<file path="config.mk">
export PLATFORM = sky130hd
export DESIGN_NAME = addr_byte_assembler
export DESIGN_NICKNAME = d
export VERILOG_FILES = /design/src/rtl/addr_byte_assembler.sv
export SDC_FILE = /design/constraint.sdc
export NUM_CORES = 1
export LEC_CHECK = 0
export CORE_ASPECT_RATIO = 2
export CORE_MARGIN = 10
export CORE_UTILIZATION = 54
export DETAILED_ROUTE_END_ITERATION = 8
export PLACE_DENSITY = 0.85
export SKIP_CTS_REPAIR_TIMING = 1
export SKIP_LAST_GASP = 1
export SYNTH_ARGS = -nofsm -noshare
export SYNTH_HDL_FRONTEND = slang
export SYNTH_SLANG_ARGS = --single-unit
export TNS_END_PERCENT = 5
</file>
<file path="constraint.sdc">
create_clock -name clock -period 5.7 [get_ports clock]
set_clock_uncertainty 0.15 [all_clocks]
set_input_delay 0.57 -clock clock [delete_from_list [all_inputs] [get_ports clock]]
set_output_delay 0.57 -clock clock [all_outputs]
set_load 0.02 [all_outputs]
</file>
<file path="src/rtl/addr_byte_assembler.sv">
// rtl/addr_byte_assembler.sv - assembles lo/hi bytes or an increment into a 16-bit register load
module addr_byte_assembler #(
    parameter logic [15:0] RESET_VECTOR   = 16'h0000,
    parameter logic [7:0]  TIMEOUT_CYCLES = 8'd32
) (
    input  logic        clock,
    input  logic        clear_n,
    input  logic [7:0]  byte_in,
    input  logic        byte_valid,
    output logic        byte_ready,
    input  logic        start_load,
    input  logic        incr,
    input  logic [15:0] addr_cur,
    output logic [15:0] addr_out,
    output logic        addr_load,
    output logic        busy,
    output logic        timeout_err
);

    typedef enum logic [1:0] {
        IDLE    = 2'd0,
        WAIT_LO = 2'd1,
        WAIT_HI = 2'd2,
        COMMIT  = 2'd3
    } state_t;

    state_t      state_q, state_d;
    logic [15:0] addr_q, addr_d;
    logic        load_q, load_d;
    logic        busy_q, busy_d;
    logic        terr_q, terr_d;
    logic [7:0]  timer_q, timer_d;
    logic [7:0]  lo_q, lo_d;
    logic        expired;

    // Timer holds the number of byte-less cycles already spent in the current wait state.
    assign expired = (TIMEOUT_CYCLES != 8'd0) && (timer_q == TIMEOUT_CYCLES - 8'd1);

    always_comb begin
        state_d = state_q;
        addr_d  = addr_q;
        load_d  = 1'b0;
        terr_d  = terr_q;
        timer_d = timer_q;
        lo_d    = lo_q;
        case (state_q)
            IDLE: begin
                if (start_load) begin
                    state_d = WAIT_LO;
                    timer_d = 8'd0;
                    terr_d  = 1'b0;
                end else if (incr) begin
                    addr_d  = addr_cur + 16'd1;
                    load_d  = 1'b1;
                    state_d = COMMIT;
                end
            end
            WAIT_LO, WAIT_HI: begin
                if (byte_valid) begin
                    timer_d = 8'd0;
                    if (state_q == WAIT_LO) begin
                        lo_d    = byte_in;
                        state_d = WAIT_HI;
                    end else begin
                        addr_d  = {byte_in, lo_q};
                        load_d  = 1'b1;
                        state_d = COMMIT;
                    end
                end else if (expired) begin
                    state_d = IDLE;
                    terr_d  = 1'b1;
                end else if (timer_q != 8'hFF) begin
                    timer_d = timer_q + 8'd1;
                end
            end
            default: state_d = IDLE;
        endcase
        busy_d = (state_d != IDLE);
    end

    always_ff @(posedge clock) begin
        if (!clear_n) begin
            state_q <= IDLE;
            addr_q  <= RESET_VECTOR;
            load_q  <= 1'b0;
            busy_q  <= 1'b0;
            terr_q  <= 1'b0;
            timer_q <= 8'd0;
            lo_q    <= 8'd0;
        end else begin
            state_q <= state_d;
            addr_q  <= addr_d;
            load_q  <= load_d;
            busy_q  <= busy_d;
            terr_q  <= terr_d;
            timer_q <= timer_d;
            lo_q    <= lo_d;
        end
    end

    assign byte_ready  = (state_q == WAIT_LO) || (state_q == WAIT_HI);
    assign addr_out    = addr_q;
    assign addr_load   = load_q;
    assign busy        = busy_q;
    assign timeout_err = terr_q;

endmodule

</file>
run_1/layer_met1.png
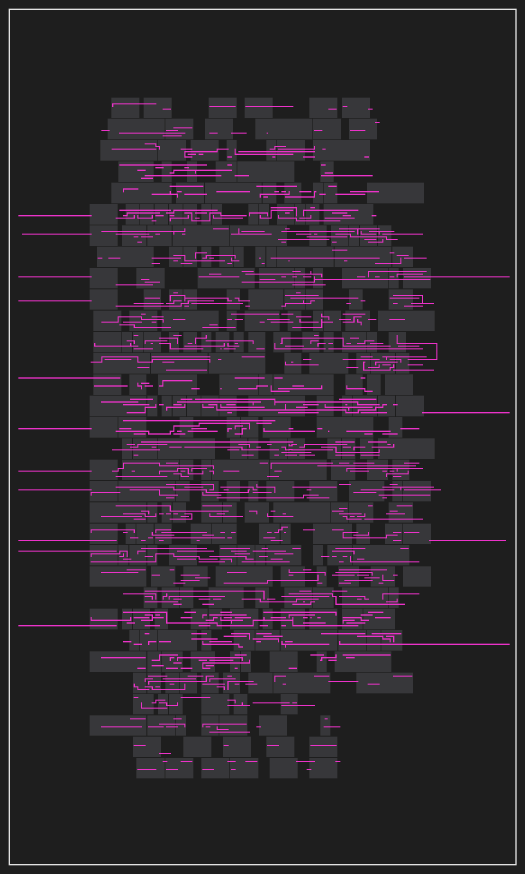
nets with wire on the layer: 308
share of all routed wire: 37%
main direction: horizontal
wire length on this layer: 2170 microns

run_1/layer_met2.png
Scale bar: 20 microns.
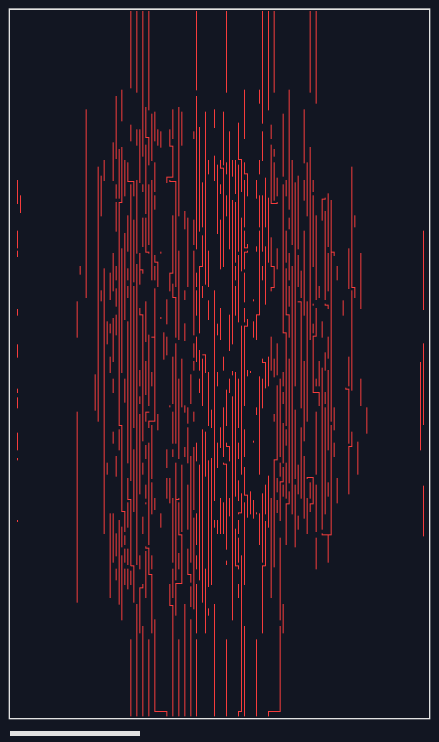
main direction: vertical
nets with wire on the layer: 288
routing usage on met2: 34.6%
total via count in the routed design: 2056
Routed Wire Length: 5.85 mm

==> results.txt, run 1 <==
Results of the flow run.

The run finished with clean final reports. The routed design could run at a clock period as short as 3.29 ns. The pin count of the biggest net entering global routing stands at 34. In this run the remaining antenna-violating nets after routing total 0. Synthesis inferred 37 register bits. The layout net count stands at 332. Counting only logic cells after layout, the most numerous master is clkdlybuf4s50_1. The filler-free cell count of the finished design stands at 350. Setup slack on the worst path after placement came out at 2.28 ns. The ratio of cells with drive above 1 in the final layout stands at 5.02%. The number of clock sinks seen by CTS stands at 37. Counting the buffers created by CTS gives 5.

49 I/O pins were placed. The OpenROAD report gives the critical path a data arrival time of 2.57 ns. Looking at the clock tree report, the H-tree level count equals 2. The last weighted congestion value of the routability-driven placer stands at 0.883. Per the slew report, the remaining headroom to the max-slew limit stands at 28.3%.

The detailed-routing iteration count for the pre-antenna-repair pass stands at 6. Ranking logic cells in the layout by count gives the top entries clkdlybuf4s50_1 (48), dfxtp_1 (37), nand2_1 (30). STA puts the critical path data required time at 4.98 ns.

Setup repair after global routing left no endpoint under its margin. Summed over all cells, the static leakage comes to 0.990 nW. At the later pin of the worst-skew pair, clock insertion delay measures 0.28 ns.

The highest attainable clock frequency stands at 304 MHz. STA classifies the critical path endpoint as a primary output. STA classifies the critical path startpoint as a flop. The synthesized design spends more area on one cell type than any other, namely dfxtp_1. Before placement the cells fill 55.7% of the core.

Across all stage logs, warnings added up to 28. TritonCTS built the clock tree. STA reports a reg2reg setup slack of 2.60 ns. In this run the worst setup path terminates at byte_ready. The number of cells on the worst reg-to-reg path stands at 6. The script parses the final routing iteration and logs DRC violations as 0.

The via count of the first global-routing pass came to 2118. The worst IR drop on VDD stands at 0.000464 V. The actual transition at the worst max-transition pin stands at 1.08 ns. The setup TNS stands at 0 ns. The gate count after technology mapping stands at 257. The worst register-to-register path begins at state_q[0]. Per the timing report, the biggest fanout along the worst path comes to 33. Summed over its instances, the top area cell type makes up 34.6% of the synthesized netlist area. The instance count along the most critical hold path stands at 2. The core region is 3840 sq um. The first-pass GRT wire length stands at 9.93 mm. The total overflow reported by the global router stands at 0.

The number of failing hold endpoints at the final stage stands at 0. Post-synthesis, Yosys gives the total cell area as 2140 sq um. Per the OpenROAD floorplan log, the height of the die is 109 microns. The number of distinct standard cells referenced by the synthesized netlist stands at 51. The met3 routing resource usage after global routing stands at 3.08%. The number of design-rule violations left by the first detailed-router iteration stands at 123. Before any placement, the netlist area is recorded as 2140 sq um.

The number of antenna violations at the first check in global routing was 0. The number of cells in the yosys synthesis report stands at 257. Global routing used 17.3% of the available tracks. The area overhead of the layout relative to synthesis stands at 26.2%. met2 is the most crowded layer.

As logged by OpenROAD, the buffers inserted on ports number 48. In the CTS report, the clock slew at the register clock pins of the worst setup and hold paths is listed as 0.07 ns. Looking at the reg2reg group, the worst path ends at addr_out[9].

The post-route utilization of the core is recorded as 70.3%. The minimum hold slack stands at 0.310 ns. The final timing report counts setup violations totalling 0. The routed design shows a wire length per standard cell of 16.7 microns. The fraction of the cycle the final worst path needs stands at 57.7%. For this design the ratio of total power to cell area is 454 nW/um^2. The floorplan has 32 rows. For this run, the register share of the synthesized area comes to 34.6%. The number of nets produced by synthesis stands at 291. According to the timing report, the critical path is launched from state_q[0].

The number of warning messages in the yosys log stands at 0. Dividing the synthesized area by the synthesized cell count gives 8.33 sq um. The repair_antennas step left the layout with diodes totalling 0. Detailed placement finished with a half-perimeter wire length of 4.49 mm. The setup slack of the critical path after layout stands at 2.41 ns. The total of max-cap violations stands at 0. The share of synthesized registers carrying an async set or reset stands at 0%. Looking at the clock tree report, the maximum root-to-sink buffer count equals 2. Dividing the detail-routed via count by the number of cells gives 5.87. The total die area stands at 7040 sq um. The final max-slew violation count stands at 0. The critical path is of the reg2out type.

Checking hold timing, the worst path is listed with class reg2reg. For this run, global-route usage on met1 was measured as 16.4%. In this run, synthesis inferred 0 flip-flops with an integrated enable. The tree is rooted in a clkbuf_8. For reference, the top cells by area after synthesis are dfxtp_1 (35%), nand2_1 (5.3%), nand3_1 (4.4%). The synthesis report names the predominant flop master as dfxtp_1. The floorplan step set the die width to 64.5 microns. The detailed placer reported the number of placed instances as 342.
run_1/layer_met3.png
Scale bar: 20 microns.
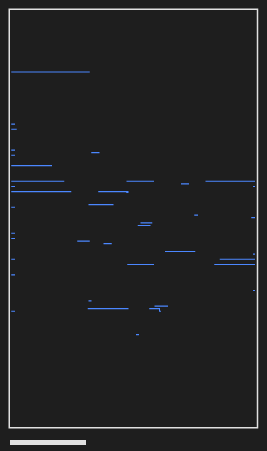
share of all routed wire: 2.9%
wire length on this layer: 169 microns

==> run 1: worst min path at each step <==
stage | to | slack [ns] | from
finish | lo_q[7] | 0.31 | lo_q[7]
global route | lo_q[7] | 0.33 | lo_q[7]
CTS | lo_q[7] | 0.31 | lo_q[7]
detailed placement | lo_q[7] | 0.30 | lo_q[7]
global placement | lo_q[7] | 0.29 | lo_q[7]
floorplan | lo_q[5] | 0.28 | lo_q[5]
==> run 1: flip-flops by register name (all words and copies together), names as in the netlist <==
register	count
state_q	2
addr_out	16
timer_q	8
busy	1
lo_q	8
addr_load	1
timeout_err	1
==> run 1: final cells by class <==
| class | count | area (sq um) |
|---|---|---|
| tap | 51 | 63.8 |
| sequential | 37 | 741 |
| multi-input combinational | 195 | 1300 |
| inverter | 11 | 41.3 |
| fill | 351 | 1140 |
| clock buffer | 8 | 80.1 |
| timing repair buffer | 48 | 480 |
==> run 1: cell families after synthesis <==
group / count (synthesis) / synth area share, %
AND-OR/OR-AND: 63 / 21.6
XOR/XNOR: 5 / 2.05
adder cells (fa/ha/maj): 5 / 2.92
buffers and inverters: 25 / 4.85
flip-flops: 37 / 34.6
multiplexers: 9 / 4.21
AND/OR/NAND/NOR: 113 / 29.7
==> run 1: synthesized netlist by cell type (5+ instances only) <==
cell type	number
nor2_1	11
nor4_1	5
xnor2_1	5
mux2i_1	9
nor3_1	8
clkbuf_1	7
inv_1	11
buf_2	5
and2_1	5
o22ai_1	8
ha_1	5
nand2b_1	12
nand2_1	30
o21ai_0	5
dfxtp_1	37
a21oi_1	16
nand3_1	19
==> run 1: power breakdown <==
part	internal, mW	switching [mW]
logic	0.290	0.397
registers	0.324	0.0406
clock network	0.0869	0.0882
total	0.701	0.526
==> run 1: through the flow <==
step | total power [mW] | area, sq um
2_1_floorplan | 0.847 | 2140
3_3_place_gp | 1.04 | 2620
3_5_place_dp | 1.05 | 2620
4_1_cts | 1.23 | 2700
5_1_grt | 1.31 | 2700
6_report | 1.23 | 2700
==> run 1: per-layer routing <==
| layer | wire length, microns | vias to the layer above |
|---|---|---|
| li1 | - | 1026 |
| met1 | 2170 | 973 |
| met2 | 3400 | 46 |
| met3 | 168 | 11 |
| met4 | 119 | 0 |
| met5 | 0 | - |
==> run 1: worst max-delay path, cell delays in order, from the launching register on <==
cell and delay, ns:
dfxtp_1 0.41, inv_1 0.08, ha_1 1.01, clkdlybuf4s50_1 0.78
## Run 2: what changed since run 1
--- a/config.mk
+++ b/config.mk
@@ -7,9 +7,9 @@
 export LEC_CHECK = 0
 export CORE_ASPECT_RATIO = 2
 export CORE_MARGIN = 10
-export CORE_UTILIZATION = 54
+export CORE_UTILIZATION = 45
 export DETAILED_ROUTE_END_ITERATION = 8
-export PLACE_DENSITY = 0.85
+export PLACE_DENSITY = 0.76
 export SKIP_CTS_REPAIR_TIMING = 1
 export SKIP_LAST_GASP = 1
 export SYNTH_ARGS = -nofsm -noshare
==> constraint.sdc (replaced) <==
create_clock -name clock -period 2.7 [get_ports clock]
set_clock_uncertainty 0.15 [all_clocks]
set_input_delay 0.27 -clock clock [delete_from_list [all_inputs] [get_ports clock]]
set_output_delay 0.27 -clock clock [all_outputs]
set_load 0.02 [all_outputs]
run_2/clocks.png
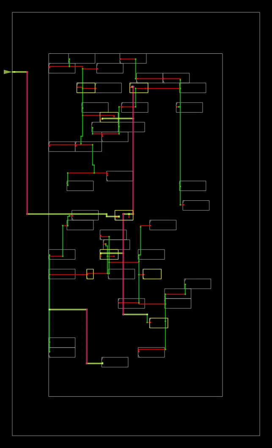
clock buffer instance count of the final layout: 7
Clk. pwr: 0.436 mW
later-pin clock latency in the skew report: 0.29 ns

==> run 2 against run 1 <==
  * Worst hold slack hardly changed
  * Largest power group unchanged
  * Largest cell class unchanged
  * Core utilization down 10 points
  * Combinational power rose by 120%
  * Clock power up 150%
  * Critical path type is now reg2reg
  * Count of clock-buffer cells in the layout down 1
  * Via count rose by 1.7%
==> results.txt, run 2 <==
Results of the flow run.

The run finished with clean final reports. The flop and latch count out of synthesis was 37 (unchanged). The number of endpoints failing setup at the final stage came to 0 (unchanged). Per the cell usage report, the commonest logic cell in the layout is clkdlybuf4s50_1.

Per STA, the worst path accumulates the most delay in the family AND-OR/OR-AND gates. The total overflow reported by the global router was 0 (unchanged). The global-route total usage across every layer came to 15.7% (-1.6 points). For reference, the critical path cell chain is inv_1 > ha_1 > nand2b_1 > a22oi_4 > buf_4 > nand2_1 > o32ai_1. The combinational share of power was 55.9% (about the same). The commonest register cell is dfxtp_1. The vertical die size stands at 118 microns (+7.8%). The detailed-routing iteration count for the pre-antenna-repair pass stands at 4 (-2). Ranked by total cell area, the synthesized netlist is headed by dfxtp_1 (35%), nand2_1 (5.3%), nand3_1 (4.4%). STA classifies the critical path endpoint as a flop. The number of placement rows stands at 35 (+9.4%).

The post-layout minimum cycle time stands at 2.34 ns. The worst-path maximum fanout was 18 (-45%). The final max-slew violation count was 0 (unchanged). Per the hold report, the tightest min-delay path originates at lo_q[6]. The area of the placeable core came to 4600 sq um (+20%). In the layout the commonest cells are clkdlybuf4s50_1 (48), dfxtp_1 (37), nand2_1 (30). The count of library flops with an enable pin came to 0 (unchanged). The capture point of the worst register-to-register path is recorded as addr_out[9]. The initial core utilization stands at 46.6% (-9.1 points). The number of nets produced by synthesis is 291 (unchanged).

The number of distinct standard cells referenced by the synthesized netlist stands at 51 (unchanged). The endpoint required time on the critical path was 2.75 ns (-2.23 ns). The register-to-register path setup slack stands at 0.36 ns (-2.24 ns).

The number of warning messages in the yosys log stands at 0 (unchanged). The part of the total power dissipated in the clock network stands at 16.0% (+1.7 points). The number of cells in the yosys synthesis report stands at 257 (unchanged). The number of placed I/O pins stands at 49 (unchanged). The actual transition at the worst max-transition pin is 0.429 ns (-0.647 ns).

The number of cells on the worst reg-to-reg path was 7 (+1). By startpoint and endpoint, the worst setup path is classified as reg2reg. The mapped cell area is 2140 sq um (unchanged). The maximum single-stage delay on the critical path stands at 0.41 ns (-0.60 ns). The detailed placement HPWL came to 4.73 mm (+5.2%). The leakage power of the design was 1.03 nW (+4.5%). The worst IR drop on VDD came to 0.000624 V (+35%).

Setup repair after global routing left no endpoint under its margin. The sequential share of power came to 28.1% (-1.6 points). The setup TNS was 0 ns (unchanged).

The most frequently used library cell after synthesis is dfxtp_1. The final routed wirelength across all metal layers came to 6.06 mm (+3.6%). The net switching power came to 1.15 mW (+120%). The post-synthesis average cell area stands at 8.33 sq um (unchanged). The total of max-cap violations stands at 0 (unchanged). The number of design-rule violations left by the first detailed-router iteration is 77 (-37%). The maximum count of clock buffers along a single path came to 2 (unchanged). Per the STA report, the cell with the highest stage delay on the worst path is ha_1. The CTS buffer count came to 5 (unchanged). The final antenna-violating net count came to 0 (unchanged).

The number of buffers inserted by port buffering was 48 (unchanged). The total tool warning count stands at 28 (unchanged). The ratio of cells with drive above 1 in the final layout came to 7.87% (+2.9 points). The cell area power density is 980 nW/um^2 (+120%). dfxtp_1 takes more of the synthesized area than any other cell.

The setup slack of the critical path after layout stands at 0.359 ns (-2.05 ns). STA classifies the critical path startpoint as a flop.
run 2: cell types whose count changed in the layout (fill, tap and decap cells not counted), sizes merged:
cell,change
buf,+6
clkbuf,-1
clkinv,+1
run 2: cells by family (layout without fill, tap and decap cells):
logic type	Yosys count	count (layout)	share of synthesized area, %
AND-OR/OR-AND	63	63	21.6
XOR/XNOR	5	5	2.05
adder cells (fa/ha/maj)	5	5	2.92
buffers and inverters	25	73	4.85
flip-flops	37	37	34.6
multiplexers	9	9	4.21
AND/OR/NAND/NOR	113	113	29.7
run 2: final cells by class:
class / instances / area (sq um)
Inverter: 11 / 41.3
Clock inverter: 1 / 5.00
Fill cell: 442 / 1820
Multi-Input combinational cell: 195 / 1300
Timing Repair Buffer: 54 / 526
Tap cell: 55 / 68.8
Sequential cell: 37 / 741
Clock buffer: 7 / 96.3
run 2: power groups by stage:
stage          logic [mW]  clock network (mW)  registers (mW)
4_1_cts              1.53               0.448           0.764
6_report             1.52               0.436           0.764
3_5_place_dp         1.52                   0           0.774
3_3_place_gp         1.52                   0           0.771
5_1_grt              1.65               0.467           0.780
2_1_floorplan       0.906                   0           0.883
run 2: worst max-delay path by stage:
stage	from	end	slack, ns
global route	state_q[0]	addr_out[9]	0.19
CTS	state_q[0]	addr_out[9]	0.37
finish	state_q[0]	addr_out[9]	0.36
floorplan	state_q[0]	addr_out[13]	0.60
detailed placement	addr_cur[0]	addr_out[14]	0.24
global placement	addr_cur[0]	addr_out[14]	0.31
run 2: worst register-to-register path: cells and delay by family, from the launching register on:
family          cells  cell delay (ns)
buf+inv             2             0.32
fa+ha+maj           1             0.41
flops               1             0.40
simple gates        2             0.44
compound gates      2             0.53
run 2: per-layer routing:
layer  part of all wire, %  GRT usage, %  up-vias
met2                    56          29.0       45
met4                   3.8          9.18        0
met3                   3.3          2.96       20
met1                    37          14.4      986
li1                      -             -     1040
met5                     0             0        -
run 2: through the flow:
step / utilization [%] / hold slack, ns / total power [mW] / cell area, sq um
after detailed placement: 58.1 / 0.299 / 2.30 / 2670
after global placement: 58.1 / 0.289 / 2.29 / 2670
after global routing: 60.3 / 0.327 / 2.90 / 2770
after floorplan: - / 0.260 / 1.79 / 2140
after CTS: 60.3 / 0.311 / 2.74 / 2770
final: 60.3 / 0.311 / 2.72 / 2770
## Run 3: what changed since run 2
--- a/config.mk
+++ b/config.mk
@@ -8,8 +8,10 @@
 export CORE_ASPECT_RATIO = 2
 export CORE_MARGIN = 10
 export CORE_UTILIZATION = 45
+export CTS_CLUSTER_SIZE = 8
 export DETAILED_ROUTE_END_ITERATION = 8
 export PLACE_DENSITY = 0.76
+export SETUP_SLACK_MARGIN = 0.5
 export SKIP_CTS_REPAIR_TIMING = 1
 export SKIP_LAST_GASP = 1
 export SYNTH_ARGS = -nofsm -noshare
run_3/layer_met2.png
Scale bar: 20 microns.
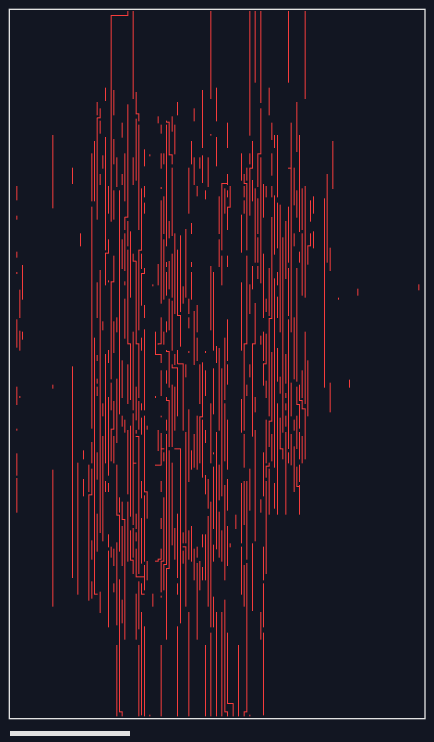
nets with wire on the layer: 290
main direction: vertical

==> run 3 against run 2 <==
  * Worst setup slack improved by 0.19 ns
  * Clock power barely moved
  * Core utilization rose by 0.35 points
  * Critical endpoint is now addr_out[14]
  * Highest routed layer unchanged
==> results.txt, run 3 <==
Results of the flow run.

The run finished with clean final reports. The number of endpoints failing setup at the final stage came to 0 (unchanged). The number of placement rows stands at 35 (unchanged).

The setup TNS stands at 0 ns (unchanged). For the worst setup path, the data arrival time is 2.19 ns. The largest total area in the synthesized netlist belongs to dfxtp_1. The mapped cell area was 2140 sq um (unchanged).

The total overflow reported by the global router stands at 0 (unchanged). The total tool warning count came to 29 (+3.6%). The final antenna-violating net count is 0 (unchanged).

The area of the placeable core stands at 4600 sq um (unchanged). Per the synth stats, the flop cell with the highest instance count is dfxtp_1. The final core area utilization stands at 60.7% (+0.35 points). The first global-routing pass estimated 10.0 mm of wire. The area fraction in and, or, nand and nor cells after synthesis is 29.7% (unchanged).

The number of warning messages in the yosys log was 0 (unchanged). The flop and latch count out of synthesis is 37 (unchanged). Among all cell types in the netlist, the one instantiated most often is dfxtp_1. The last weighted congestion value of the routability-driven placer stands at 0.871. The minimum hold slack stands at 0.311 ns (+0.000295 ns). The multiplexer share of the synthesized area came to 4.21% (unchanged). The total of max-cap violations stands at 0 (unchanged). The worst setup path is launched from an input pin. The CTS buffer count stands at 5 (unchanged).

By instance count after routing, the leading logic cell type is clkdlybuf4s50_1. TritonCTS built the clock tree. The maximum count of clock buffers along a single path stands at 2 (unchanged). The number of placed I/O pins stands at 49 (unchanged). The global-route total usage across every layer came to 15.7% (unchanged).

The final max-slew violation count stands at 0 (unchanged). The number of nets produced by synthesis came to 291 (unchanged). The number of cells in the yosys synthesis report is 257 (unchanged).

The post-synthesis share of cell area spent on xor and xnor gates stands at 2.05% (unchanged). The detailed placement HPWL is 4.73 mm (unchanged). The ratio of cells with drive above 1 in the final layout stands at 8.85% (+0.98 points).

The vertical die size stands at 118 microns (unchanged). The endpoint required time on the critical path is 2.74 ns (about the same). The initial core utilization came to 46.6% (unchanged). The number of buffers inserted by port buffering came to 48 (unchanged).

The worst IR drop on VDD stands at 0.000621 V (-0.53%). The post-layout minimum cycle time was 2.15 ns (-0.187 ns). Of the combinational cells, the family taking the most area is simple AND/OR/NAND/NOR gates. Setup repair after global routing could not meet its margin everywhere.

After synthesis, the cell types taking the most area are dfxtp_1 (35%), nand2_1 (5.3%), nand3_1 (4.4%). The leakage power of the design stands at 1.05 nW (+1.3%). Leaving out fill and tap cells, the most frequent cells in the layout are clkdlybuf4s50_1 (47), dfxtp_1 (36), nand2_1 (30).

The setup slack of the critical path after layout stands at 0.545 ns (+0.187 ns). The final routed wirelength across all metal layers stands at 6.03 mm (-0.51%). The critical path is of the in2reg type.

The cell area power density was 986 nW/um^2 (+0.62%). The number of antenna violations at the first check in global routing stands at 0. From left edge to right edge, the die measures 68.8 microns.

The number of distinct standard cells referenced by the synthesized netlist is 51 (unchanged). The area fraction in compound gates came to 21.6% (unchanged). The clock latency of the later-clocked register in the worst-skew pair stands at 0.29 ns (about the same). The worst setup path is captured at a flop. The count of library flops with an enable pin stands at 0 (unchanged).

The area fraction in full adders, half adders and majority gates stands at 2.92% (unchanged). The detailed-routing iteration count for the pre-antenna-repair pass came to 4 (unchanged). The actual transition at the worst max-transition pin is 0.430 ns (+0.00108 ns). The post-synthesis average cell area came to 8.33 sq um (unchanged).

The number of design-rule violations left by the first detailed-router iteration is 90 (+17%). The worst-path maximum fanout is 8 (-10).
run 3: kinds of logic (layout without fill, tap and decap cells):
| kind of cell | Yosys count | after routing |
|---|---|---|
| and+or+nand+nor | 113 | 113 |
| adders and majority gates | 5 | 5 |
| buffers and inverters | 25 | 73 |
| DFF | 37 | 37 |
| xor gates and xnor gates | 5 | 5 |
| AOI/OAI and AO/OA | 63 | 63 |
| muxes | 9 | 9 |
run 3: metal layers:
layer,wire [microns],up-vias,track usage [%]
met5,0,-,0
met4,226,0,9.18
met3,226,19,2.96
met2,3390,51,29.0
met1,2190,969,14.4
li1,-,1042,-
run 3: power breakdown:
group / internal (mW) / switching (mW) / leakage (nW) / total, mW
clock: 0.231 / 0.204 / 0.0542 / 0.435
combinational: 0.683 / 0.868 / 0.692 / 1.55
sequential: 0.686 / 0.0805 / 0.302 / 0.766
total: 1.60 / 1.15 / 1.05 / 2.75
run 3: critical path, stage by stage:
cell and delay (ns):
clkdlybuf4s50_1 0.56, ha_1 0.21, nand3_1 0.30, nor4_1 0.44
a211oi_1 0.13, a211o_1 0.27
run 3: layout make-up:
class	instances	area (sq um)
Fill cell	442	1810
Tap cell	55	68.8
Timing Repair Buffer	54	536
Inverter	11	41.3
Sequential cell	37	742
Multi-Input combinational cell	195	1300
Clock inverter	1	5.00
Clock buffer	7	96.3
run 3: stage by stage:
stage / power [mW] / area (sq um)
2_1_floorplan: 1.79 / 2140
3_3_place_gp: 2.29 / 2670
3_5_place_dp: 2.30 / 2670
4_1_cts: 2.74 / 2770
5_1_grt: 2.94 / 2790
6_report: 2.75 / 2790
run 3: path summary, 6_finish.rpt:
check         startpoint           end  slack, ns  cells after the start
max          addr_cur[0]  addr_out[14]       0.55                      6
min reg2reg      lo_q[6]       lo_q[6]       0.31                      2
max reg2reg   state_q[1]    timer_q[7]       0.58                      6
min              lo_q[6]       lo_q[6]       0.31                      2
Power figures rest on the tool's default switching activity, not on a simulated workload.
